===== src/rtl/vram_writer.sv =====
// Copies one frame of Z88 screen bytes from system memory into the 4-bit VRAM, two pixels per byte.
// Optional build macro VRAM_WRITER_INVERT_EN adds an 'invert' input for reverse video.
module vram_writer #(
  parameter int MEM_AW         = 22,
  parameter int LINES          = 64,
  parameter int BYTES_PER_LINE = 80,
  parameter int LINE_STRIDE    = 80
) (
  input  logic              clk25,
  input  logic              reset_n,
  input  logic              lcdon,
  input  logic              frame_start,
  input  logic [MEM_AW-1:0] scr_base,
`ifdef VRAM_WRITER_INVERT_EN
  input  logic              invert,
`endif
  output logic              mem_req,
  output logic [MEM_AW-1:0] mem_a,
  input  logic              mem_ack,
  input  logic [7:0]        mem_di,
  output logic              vram_we,
  output logic [13:0]       vram_a,
  output logic [3:0]        vram_do,
  output logic              busy,
  output logic              frame_done
);

  typedef enum logic [2:0] {IDLE, REQ, WR_LO, WR_HI, DONE} state_e;

  localparam logic [5:0] LAST_LINE = 6'(LINES - 1);
  localparam logic [6:0] LAST_BYTE = 7'(BYTES_PER_LINE - 1);

  state_e            state_q, state_d;
  logic [MEM_AW-1:0] base_q, base_d;
  logic [5:0]        line_cnt_q, line_cnt_d;
  logic [6:0]        byte_cnt_q, byte_cnt_d;
  logic [7:0]        data_q, data_d;
  logic              mem_req_q, mem_req_d;
  logic [MEM_AW-1:0] mem_a_q, mem_a_d;
  logic              vram_we_q, vram_we_d;
  logic [13:0]       vram_a_q, vram_a_d;
  logic [3:0]        vram_do_q, vram_do_d;
  logic              busy_q, busy_d;
  logic              frame_done_q, frame_done_d;
  logic              start_ok;
  logic              frame_last;
  logic [3:0]        inv_mask;

  assign start_ok   = (state_q == IDLE) && (state_d == REQ);
  assign frame_last = (line_cnt_q == LAST_LINE) && (byte_cnt_q == LAST_BYTE);

`ifdef VRAM_WRITER_INVERT_EN
  logic inv_q, inv_d;

  always_comb begin
    inv_d = inv_q;
    if (start_ok) inv_d = invert;
  end

  always_ff @(posedge clk25) begin
    if (!reset_n) inv_q <= 1'b0;
    else          inv_q <= inv_d;
  end

  assign inv_mask = {4{inv_q}};
`else
  assign inv_mask = 4'h0;
`endif

  always_ff @(posedge clk25) begin
    if (!reset_n) begin
      state_q      <= IDLE;
      base_q       <= '0;
      line_cnt_q   <= '0;
      byte_cnt_q   <= '0;
      data_q       <= '0;
      mem_req_q    <= 1'b0;
      mem_a_q      <= '0;
      vram_we_q    <= 1'b0;
      vram_a_q     <= '0;
      vram_do_q    <= '0;
      busy_q       <= 1'b0;
      frame_done_q <= 1'b0;
    end else begin
      state_q      <= state_d;
      base_q       <= base_d;
      line_cnt_q   <= line_cnt_d;
      byte_cnt_q   <= byte_cnt_d;
      data_q       <= data_d;
      mem_req_q    <= mem_req_d;
      mem_a_q      <= mem_a_d;
      vram_we_q    <= vram_we_d;
      vram_a_q     <= vram_a_d;
      vram_do_q    <= vram_do_d;
      busy_q       <= busy_d;
      frame_done_q <= frame_done_d;
    end
  end

  // Dropping lcdon wins over every transition, including a pending ack.
  always_comb begin
    state_d = state_q;
    if (!lcdon) begin
      state_d = IDLE;
    end else begin
      case (state_q)
        IDLE:    if (frame_start) state_d = REQ;
        REQ:     if (mem_ack) state_d = WR_LO;
        WR_LO:   state_d = WR_HI;
        WR_HI:   state_d = frame_last ? DONE : REQ;
        DONE:    state_d = IDLE;
        default: state_d = IDLE;
      endcase
    end
  end

  always_comb begin
    base_d     = base_q;
    line_cnt_d = line_cnt_q;
    byte_cnt_d = byte_cnt_q;
    data_d     = data_q;
    if (start_ok) begin
      base_d     = scr_base;
      line_cnt_d = '0;
      byte_cnt_d = '0;
    end
    if ((state_q == REQ) && (state_d == WR_LO)) data_d = mem_di;
    if (state_q == WR_HI) begin
      if (byte_cnt_q == LAST_BYTE) begin
        byte_cnt_d = '0;
        line_cnt_d = line_cnt_q + 6'd1;
      end else begin
        byte_cnt_d = byte_cnt_q + 7'd1;
      end
    end
  end

  // Outputs are registered from the next state so they line up with the state they describe.
  always_comb begin
    mem_req_d    = (state_d == REQ);
    mem_a_d      = mem_a_q;
    vram_we_d    = (state_d == WR_LO) || (state_d == WR_HI);
    vram_a_d     = vram_a_q;
    vram_do_d    = vram_do_q;
    busy_d       = (state_d == REQ) || (state_d == WR_LO) || (state_d == WR_HI);
    frame_done_d = (state_d == DONE);
    if (state_d == REQ) begin
      mem_a_d = base_d + MEM_AW'(line_cnt_d) * MEM_AW'(LINE_STRIDE) + MEM_AW'(byte_cnt_d);
    end
    if (state_d == WR_LO) begin
      vram_a_d  = {line_cnt_q, byte_cnt_q, 1'b0};
      vram_do_d = mem_di[3:0] ^ inv_mask;
    end else if (state_d == WR_HI) begin
      vram_a_d  = {line_cnt_q, byte_cnt_q, 1'b1};
      vram_do_d = data_q[7:4] ^ inv_mask;
    end
  end

  assign mem_req    = mem_req_q;
  assign mem_a      = mem_a_q;
  assign vram_we    = vram_we_q;
  assign vram_a     = vram_a_q;
  assign vram_do    = vram_do_q;
  assign busy       = busy_q;
  assign frame_done = frame_done_q;

endmodule


===== config.mk =====
export PLATFORM = sky130hd
export DESIGN_NAME = vram_writer
export DESIGN_NICKNAME = d
export VERILOG_FILES = /design/src/rtl/vram_writer.sv
export SDC_FILE = /design/constraint.sdc
export NUM_CORES = 1
export LEC_CHECK = 0
export CAP_MARGIN = 20
export CORE_MARGIN = 4
export CORE_UTILIZATION = 48
export DETAILED_ROUTE_END_ITERATION = 10
export PLACE_DENSITY = 0.77
export SYNTH_ARGS = -nofsm -noshare
export SYNTH_HDL_FRONTEND = slang
export SYNTH_SLANG_ARGS = --single-unit

===== constraint.sdc =====
create_clock -name clk25 -period 5.35 [get_ports clk25]
set_clock_uncertainty 0.2 [all_clocks]
set_input_delay 1.07 -clock clk25 [delete_from_list [all_inputs] [get_ports clk25]]
set_output_delay 1.07 -clock clk25 [all_outputs]
set_load 0.05 [all_outputs]

**Wires at chosen ports, followed through buffers**

Bar = 20 um.
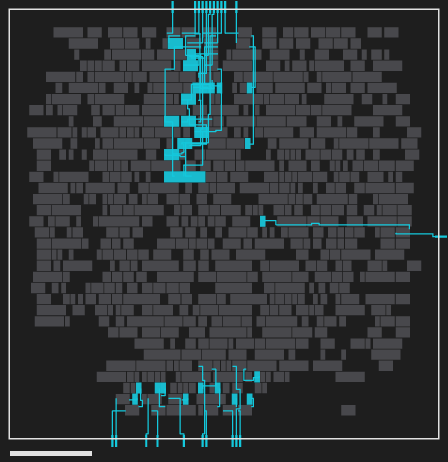
legend:
  cyan:
    port: scr_base
    direction: input
    edge: 11 top, 10 bottom, 1 right
    end_cells: 27
    buffers: 22
    wire: 648 um
IO Port Bufs: 78
Ports: 79

**Sequential cells colored by netlist name**

Other sequential cells in the stronger gray, the rest of the logic in the fainter gray.
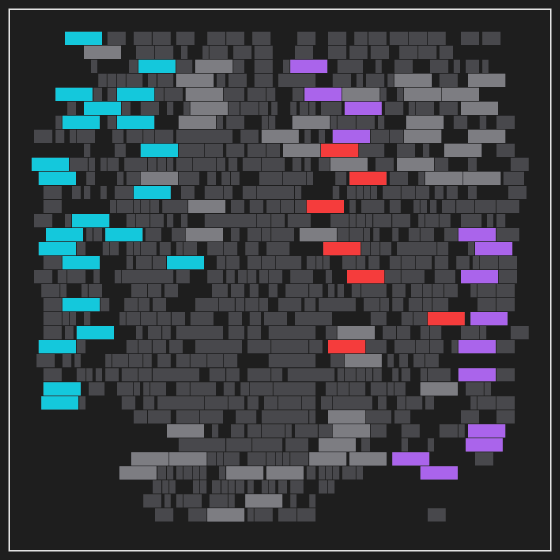
legend:
  cyan:
    netlist_name: mem_a
    placed_flops: 22
  red:
    netlist_name: byte_cnt_q
    placed_flops: 7
  purple:
    netlist_name: vram_a
    placed_flops: 14
not colored: 43
sequential cell area: 1720 um^2
seq pwr: 667 uW
Seq/total area: 27.8%
fin util: 67.4%

**Routed clock nets over the placement**

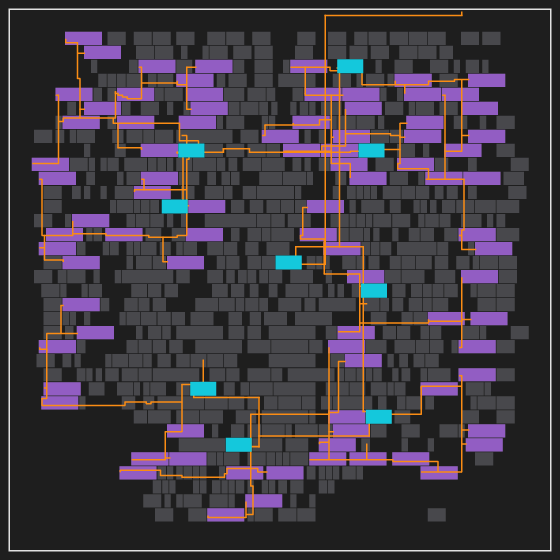
legend:
  cyan:
    item: clock-net drivers
    count: 9
  orange:
    item: clock wires
    length: 1080 um
  purple:
    item: flip-flops
    count: 86
routed clock nets: 10
flops lie: widely spread
Late-Pin Clk Latency: 0.36 ns
Clk. pwr: 469 uW

**M1 wires**

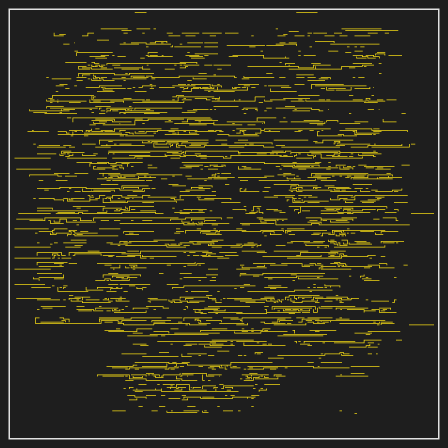
nets with wire on the layer: 662
wire length on this layer: 5300 um
longest straight run: 33.6 um
met1 Track Usage GR: 26.7%
drt total wl: 12100 um
DR vias: 4119

**Congestion heat map**

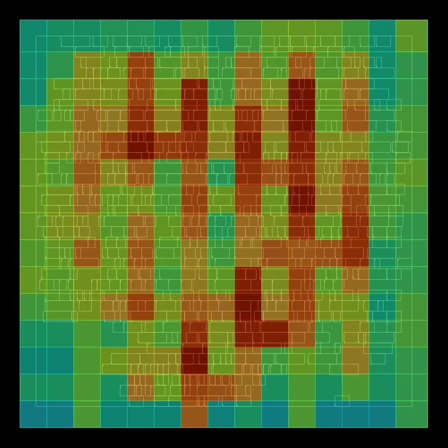
met3 global-route usage: 4.63%
GR peak layer: met2
DR WL/cell: 15.9 um
M2 GR Usage: 37.2%

[cells in the final DEF, fill, tap and decap left out, types with 7 or more instances in the layout]
cell	netlist	final
clkbuf_8	0	9
mux2i_1	31	31
a21oi_1	42	38
dfxtp_1	86	86
a21o_1	9	9
ha_1	34	25
o21ai_0	23	17
and2_1	11	11
nand2_1	86	85
nand3_1	19	19
nand4_1	8	8
xnor2_1	14	14
a211oi_1	9	8
xor2_1	8	7
ha_4	0	9
nor2_1	48	45
clkdlybuf4s50_1	0	75
buf_4	1	58
[layout make-up]
type / count / share of cell area (%)
multi-input cells: 404 / 46.5
clock buffers: 9 / 2.00
well taps: 111 / 2.24
flip-flops and latches: 86 / 27.8
repair buffers: 138 / 20.1
inverters: 3 / 0.182
clock inverters: 6 / 1.15
[power breakdown]
group | switching [mW] | leakage (nW) | internal [mW]
logic | 0.128 | 1.88 | 0.0993
clock network | 0.250 | 0.0976 | 0.218
registers | 0.00948 | 0.697 | 0.658
[routing by layer]
| layer | GRT usage (%) | up-vias |
|---|---|---|
| met4 | 7.59 | 0 |
| met5 | 0 | - |
| met3 | 4.63 | 28 |
| li1 | - | 2045 |
| met1 | 26.7 | 1955 |
| met2 | 37.2 | 91 |
[timing repair]
action,4_1_cts,5_1_grt
pin swaps,20,21
setup buffers,4,4
gates resized,6,14
hold endpoints to repair,0,0
endpoints found under the setup margin,9,10
[path summary, 6_finish.rpt]
check	endpoint	cells after the start	slack [ns]	start
max	mem_a[18]	22	0.15	mem_ack
min	mem_a[6]	2	0.27	mem_a[6]
max reg2reg	mem_a[18]	20	0.15	byte_cnt_q[0]
min reg2reg	mem_a[6]	2	0.27	mem_a[6]
==> reports/results.txt <==
Required @ worst endpoint: 5.41 ns
VDD IR max: 0.000157 V
First-pass GRT wire length: 19500 um
Total global routing overflow: 0
Worst setup margin: 0.149 ns
TNS Setup: 0 ns
Worst path bufs/invs: 1
Xor+xnor area frac: 4.29%
Slew HR: 51.0%
Post-synth regs: 86
Critical-path top delay cell: or3b_4
Complex Gates by Area: 14.2%
P&R area growth vs syn: 37.9%
Synth Flop Type: dfxtp_1
Largest net degree at the start of global routing: 66
Synth top cells by count: 86 x dfxtp_1, 86 x nand2_1, 48 x nor2_1
Final Cycle Share: 97.2%
DR iter-0 viols: 153
Post-Syn Area: 4490 um^2
Seq share, synth: 38.3%
DR WL met2: 6000 um
Status: finished clean
Clk pin slew, worst setup/hold paths: 0.09 ns
Comb area: 2880 um^2
Minimum clock period: 5.20 ns
Hold WS: 0.269 ns
CTS tree: built
Layout Cells excl Fill: 757
Core region area: 9200 um^2
Post-CTS Hold Buffers: 0
Crit-path most repeated cell: o21ai_2
Cell area after layout: 6200 um^2
Critical path capture point type: flip-flop
Area share, top type: 38.3%
CTS Buf Count: 9
AND/OR/NAND/NOR Cells, Area Fraction: 21.1%
Ys async rst share: 0%
Hold WC Path Type: reg -> reg
Placed Area: 5830 um^2
Dpl hpwl: 8780 um
Final setup viols: 0
1st-pass router iterations: 4
Synthesized area per cell: 8.74 um^2
Share of cells above drive strength 1: 19.0%
Synthesized Nets: 588
Placement Setup Slack: -0.509 ns
Final GP Congestion: 0.849
GRT Total Usage: 21.6%
Fin. max-slew vios: 0
CTS sink cnt: 86
Rows: 35
Synth cell types: 52
Dominant comb cell: simple AND/OR/NAND/NOR gates
Worst-path cell chain: clkbuf_2 -> or3b_4 -> a31oi_4 -> o21a_2 -> and2_4 -> nor2_4 -> o21ai_2 -> o21ai_2 -> ha_1 -> ha_4 -> fa_2 -> xor2_2 -> ha_1 -> ha_4 -> a21o_1 -> a21o_1 -> a21oi_2 -> o21ai_2 -> o31a_1 -> nor3b_2 -> xor2_1 -> o21ai_1
Warnings from Yosys: 0
Post-synth EDFFs: 0
Via density: 5.44
Yosys stat area: 4490 um^2
Die height: 105 um
Max-Cap Viols: 0
Initial antenna violation count: 0
Nets: 716
Wl on met1: 5300 um
Endpoints failing hold: 0
H-tree depth: 3
Routed wl met3: 494 um
ANT nets after route: 0
Pwr per Cell Area: 220 nW/um^2
Post-Syn Instances: 514
Power figures rest on the tool's default switching activity, not on a simulated workload.
